metal_stack.png
The bar under the picture is 50 µm long.
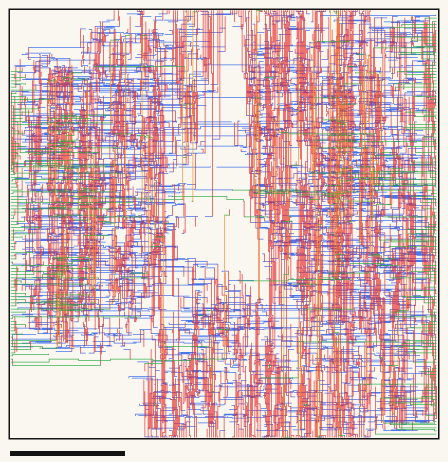
met3.png
The bar under the picture is 50 µm long.
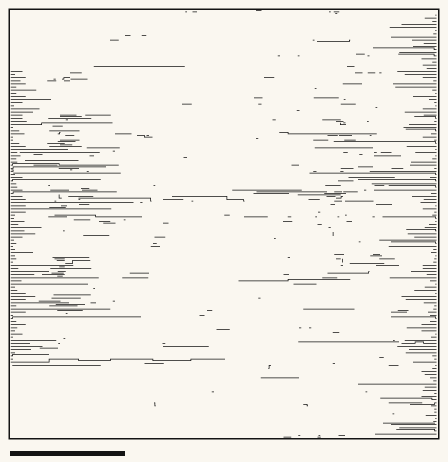
final_placement.png
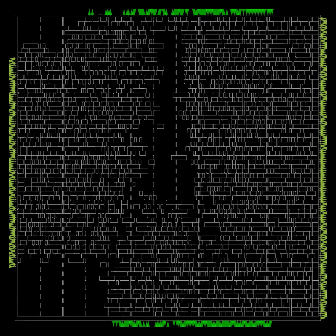
met4.png
Supply wires on this layer in grey. Cells faint in the background.
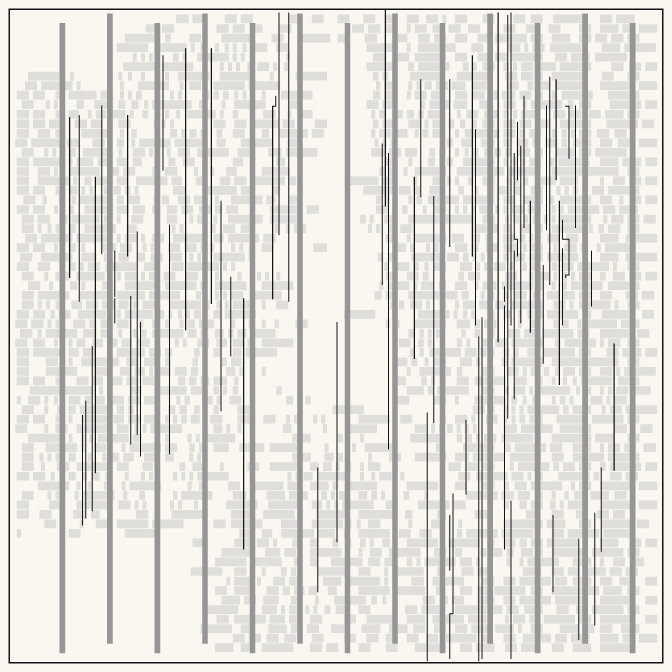
## config.mk

```make
export PLATFORM = sky130hd
export DESIGN_NAME = lsu_mem_ctrl
export DESIGN_NICKNAME = d
export VERILOG_FILES = /design/src/rtl/lsu_mem_ctrl_pkg.sv /design/src/rtl/lsu_mem_ctrl_align.sv /design/src/rtl/lsu_mem_ctrl.sv
export SDC_FILE = /design/constraint.sdc
export NUM_CORES = 1
export LEC_CHECK = 0
export ABC_AREA = 0
export CAP_MARGIN = 40
export CELL_PAD_IN_SITES_DETAIL_PLACEMENT = 1
export CELL_PAD_IN_SITES_GLOBAL_PLACEMENT = 1
export CORE_MARGIN = 1
export CORE_UTILIZATION = 38
export DETAILED_ROUTE_END_ITERATION = 16
export PLACE_DENSITY = 0.89
export SLEW_MARGIN = 15
export SYNTH_ARGS = -nofsm -noshare
export SYNTH_HDL_FRONTEND = slang
export SYNTH_HIERARCHICAL = 1
export SYNTH_SLANG_ARGS = --single-unit
```

## constraint.sdc

```tcl
create_clock -name clk -period 12.2 [get_ports clk]
set_input_delay 1.83 -clock clk [delete_from_list [all_inputs] [get_ports clk]]
set_output_delay 1.83 -clock clk [all_outputs]
set_load 0.005 [all_outputs]
```

## src/rtl/lsu_mem_ctrl_pkg.sv

```systemverilog
// Shared load/store definitions: data word type, RV64I funct3 encodings,
// controller state encoding and the request legality check.
package lsu_mem_ctrl_pkg;

  typedef logic [63:0] dw_t;

  localparam logic [2:0] F3_B  = 3'b000;
  localparam logic [2:0] F3_H  = 3'b001;
  localparam logic [2:0] F3_W  = 3'b010;
  localparam logic [2:0] F3_D  = 3'b011;
  localparam logic [2:0] F3_BU = 3'b100;
  localparam logic [2:0] F3_HU = 3'b101;
  localparam logic [2:0] F3_WU = 3'b110;

  typedef logic [1:0] lsu_state_e;
  localparam lsu_state_e ST_IDLE = 2'd0;
  localparam lsu_state_e ST_REQ  = 2'd1;
  localparam lsu_state_e ST_WAIT = 2'd2;
  localparam lsu_state_e ST_DONE = 2'd3;

  // True when the access can never reach memory: bad encoding or misaligned.
  function automatic logic lsu_bad(input logic we, input logic [2:0] funct3,
                                   input logic [2:0] off);
    logic illegal;
    logic misaligned;
    illegal = (funct3 == 3'b111) || (we && funct3[2]);
    case (funct3[1:0])
      2'd0:    misaligned = 1'b0;
      2'd1:    misaligned = off[0];
      2'd2:    misaligned = |off[1:0];
      default: misaligned = |off;
    endcase
    return illegal || misaligned;
  endfunction

endpackage

```

## src/rtl/lsu_mem_ctrl_align.sv

```systemverilog
// Byte-lane alignment: store strobes/data placement and load extract/extend.
module lsu_mem_ctrl_align
  import lsu_mem_ctrl_pkg::*;
(
  input  logic [2:0] funct3,
  input  logic [2:0] off,
  input  dw_t        st_data,
  input  dw_t        rd_data,
  output logic [7:0] wstrb,
  output dw_t        wdata,
  output dw_t        ld_data
);

  logic [7:0] mask;
  logic [5:0] sh_amt;
  dw_t        sh;

  always_comb begin
    sh_amt = {off, 3'b000};
    case (funct3[1:0])
      2'd0:    mask = 8'h01;
      2'd1:    mask = 8'h03;
      2'd2:    mask = 8'h0F;
      default: mask = 8'hFF;
    endcase
    wstrb = mask << off;
    wdata = st_data << sh_amt;
    sh    = rd_data >> sh_amt;
    case (funct3)
      F3_B:    ld_data = {{56{sh[7]}}, sh[7:0]};
      F3_H:    ld_data = {{48{sh[15]}}, sh[15:0]};
      F3_W:    ld_data = {{32{sh[31]}}, sh[31:0]};
      F3_D:    ld_data = sh;
      F3_BU:   ld_data = {56'd0, sh[7:0]};
      F3_HU:   ld_data = {48'd0, sh[15:0]};
      F3_WU:   ld_data = {32'd0, sh[31:0]};
      default: ld_data = sh;
    endcase
  end

endmodule

```

## src/rtl/lsu_mem_ctrl.sv

```systemverilog
// Memory-stage load/store controller: one outstanding transaction on a
// valid/ready data-memory port, with pipeline stall and load writeback data.
module lsu_mem_ctrl
  import lsu_mem_ctrl_pkg::*;
#(
  parameter int unsigned XLEN   = 64,
  parameter int unsigned ADDR_W = 64
) (
  input  logic              clk,
  input  logic              rst,
  input  logic              req_valid,
  input  logic              req_we,
  input  logic [2:0]        req_funct3,
  input  logic [ADDR_W-1:0] req_addr,
  input  logic [XLEN-1:0]   req_wdata,
  output logic              stall,
  output logic              mem_req_valid,
  input  logic              mem_req_ready,
  output logic              mem_we,
  output logic [ADDR_W-1:0] mem_addr,
  output logic [7:0]        mem_wstrb,
  output logic [XLEN-1:0]   mem_wdata,
  input  logic              mem_rsp_valid,
  input  logic [XLEN-1:0]   mem_rdata,
  output logic [XLEN-1:0]   ld_data_M,
  output logic              ld_valid_M,
  output logic              lsu_err
);

  lsu_state_e state_q, state_d;
  logic       accept_c, err_c, bad_c;
  logic [2:0] lat_f3, lat_off;
  logic [2:0] f3_sel, off_sel;
  logic [7:0] al_wstrb;
  dw_t        al_wdata, al_ld;

  assign bad_c = lsu_bad(req_we, req_funct3, req_addr[2:0]);

  // Incoming request drives the aligner in IDLE; the latched one afterwards.
  assign f3_sel  = (state_q == ST_IDLE) ? req_funct3    : lat_f3;
  assign off_sel = (state_q == ST_IDLE) ? req_addr[2:0] : lat_off;

  lsu_mem_ctrl_align u_align (
    .funct3  (f3_sel),
    .off     (off_sel),
    .st_data (req_wdata),
    .rd_data (mem_rdata),
    .wstrb   (al_wstrb),
    .wdata   (al_wdata),
    .ld_data (al_ld)
  );

  always_ff @(posedge clk or posedge rst) begin
    if (rst) state_q <= ST_IDLE;
    else     state_q <= state_d;
  end

  // Next state, accept/error decode and the combinational stall.
  always_comb begin
    state_d  = state_q;
    stall    = 1'b0;
    accept_c = 1'b0;
    err_c    = 1'b0;
    case (state_q)
      ST_IDLE: begin
        if (req_valid) begin
          if (bad_c) begin
            err_c = 1'b1;
          end else begin
            accept_c = 1'b1;
            stall    = 1'b1;
            state_d  = ST_REQ;
          end
        end
      end
      ST_REQ: begin
        stall = 1'b1;
        if (mem_req_ready) state_d = ST_WAIT;
      end
      ST_WAIT: begin
        stall = 1'b1;
        if (mem_rsp_valid) state_d = ST_DONE;
      end
      ST_DONE: state_d = ST_IDLE;
      default: state_d = ST_IDLE;
    endcase
  end

  // Request latch, memory port registers and load result.
  always_ff @(posedge clk or posedge rst) begin
    if (rst) begin
      mem_req_valid <= 1'b0;
      mem_we        <= 1'b0;
      mem_addr      <= '0;
      mem_wstrb     <= '0;
      mem_wdata     <= '0;
      ld_data_M     <= '0;
      ld_valid_M    <= 1'b0;
      lsu_err       <= 1'b0;
      lat_f3        <= '0;
      lat_off       <= '0;
    end else begin
      lsu_err    <= err_c;
      ld_valid_M <= 1'b0;
      if (accept_c) begin
        mem_req_valid <= 1'b1;
        mem_we        <= req_we;
        mem_addr      <= {req_addr[ADDR_W-1:3], 3'b000};
        mem_wstrb     <= req_we ? al_wstrb : 8'h00;
        mem_wdata     <= req_we ? al_wdata : '0;
        lat_f3        <= req_funct3;
        lat_off       <= req_addr[2:0];
      end else if (state_q == ST_REQ && mem_req_ready) begin
        mem_req_valid <= 1'b0;
      end
      if (state_q == ST_WAIT && mem_rsp_valid && !mem_we) begin
        ld_data_M  <= al_ld;
        ld_valid_M <= 1'b1;
      end
    end
  end

endmodule

```

==> flow_metrics.rpt <==
FLOW METRICS REPORT
----------------------------------------------------
[Status]
  Run status ........................ finished clean

[Final layout]
  Number of logic gates ........................ 1016
  Most frequent logic cell in the layout ........................ clkdlybuf4s50_1
  Post-route standard cell area excluding fillers ........................ 17850 µm²
  Flip-flop and latch area ........................ 5230 µm²

[STA]
  Crit path time final ........................ 5661 ps

[Clocking]
  Max H-tree Level ........................ 1
  Master cell of the clock root buffer ........................ clkbuf_16
  Resized cells post-CTS ........................ 0
  Hold bufs inserted after CTS ........................ 0

[Worst setup path]
  Critical Path Fanout Max ........................ 66
  Data required time at the worst endpoint ........................ 12680 ps
  Arrival time at the worst endpoint ........................ 6140 ps
  Reg-to-reg setup timing slack ........................ 7400 ps
  Terminus of the critical flop-to-flop path ........................ ld_data_M[49]

[Synthesis]
  Count leader, synth ........................ nand2_1
  Top cells by area ........................ dfrtp_1 (41%), nand2_1 (11%), mux2i_1 (9.9%)
  Share of synthesized area occupied by flip-flops and latches ........................ 40.58%
  Gate Count Post-Synth ........................ 1352
  Xor/xnor cell area share of the yosys netlist ........................ 0%
  Distinct lib cells ........................ 50

[Die]
  Site Rows ........................ 67

[Hold path]
  Startpoint of the worst hold path ........................ ld_data_M[39]

[Drt]
  Post-detailed-route DRC marker count ........................ 0

[Place]
  Total instance count after detailed placement ........................ 2102

[Power]
  Worst IR Drop VDD ........................ 144.3 µV

----------------------------------------------------
Notes on metal_stack.png above:
- green: met3 (wire length 3810 µm)
- orange: met4 (wire length 3160 µm)
- red: met2 (wire length 27.5 mm)
- blue: met1 (wire length 18700 µm)

Notes on met3.png above:
- main direction: horizontal
- nets with wire on the layer: 346
met3 Track Usage GR: 5.841%
final routed wirelength across all metal layers: 53200 µm
vias after detailed routing: 12.03k

Notes on final_placement.png above:
final std cells w/o fill: 2158
Seq/total area: 29.31%
area of the core: 33450 µm²
sequential cell count: 209
number of tap cells added at floorplan: 448

Notes on met4.png above:
- main direction: vertical
- share of all routed wire: 5.9%
- longest straight run: 115 µm
- nets with wire on the layer: 55
- wire length on this layer: 3160 µm

-- cells by family after synthesis --
kind of cell | Yosys count
simple gates | 537
mux | 256
compound gates | 216
flops | 209
buf+inv | 129
fa+ha+maj | 4
other cells | 1
-- critical path, stage by stage --
cell             delay, ps
clkdlybuf4s50_1        620
mux2_8                 570
buf_4                  740
mux2i_1                290
a22oi_1                300
nand4_1                710
buf_4                  550
o2111ai_1              180
nand2_1                110
nand2_1                 80
-- power breakdown --
group          switching [mW]  internal [mW]  leakage [nW]
Combinational            1.54           1.46          4.87
Clock                   0.324          0.478         0.416
Sequential              0.219          0.999          2.67
Total                    2.08           2.94          7.96
-- layer usage --
metal / wire length [µm] / up-vias
met1: 18680 / 5982
met4: 3158 / 0
met5: 0 / -
met3: 3808 / 145
li1: - / 5334
met2: 27550 / 570
Power and IR drop assume default switching activity.
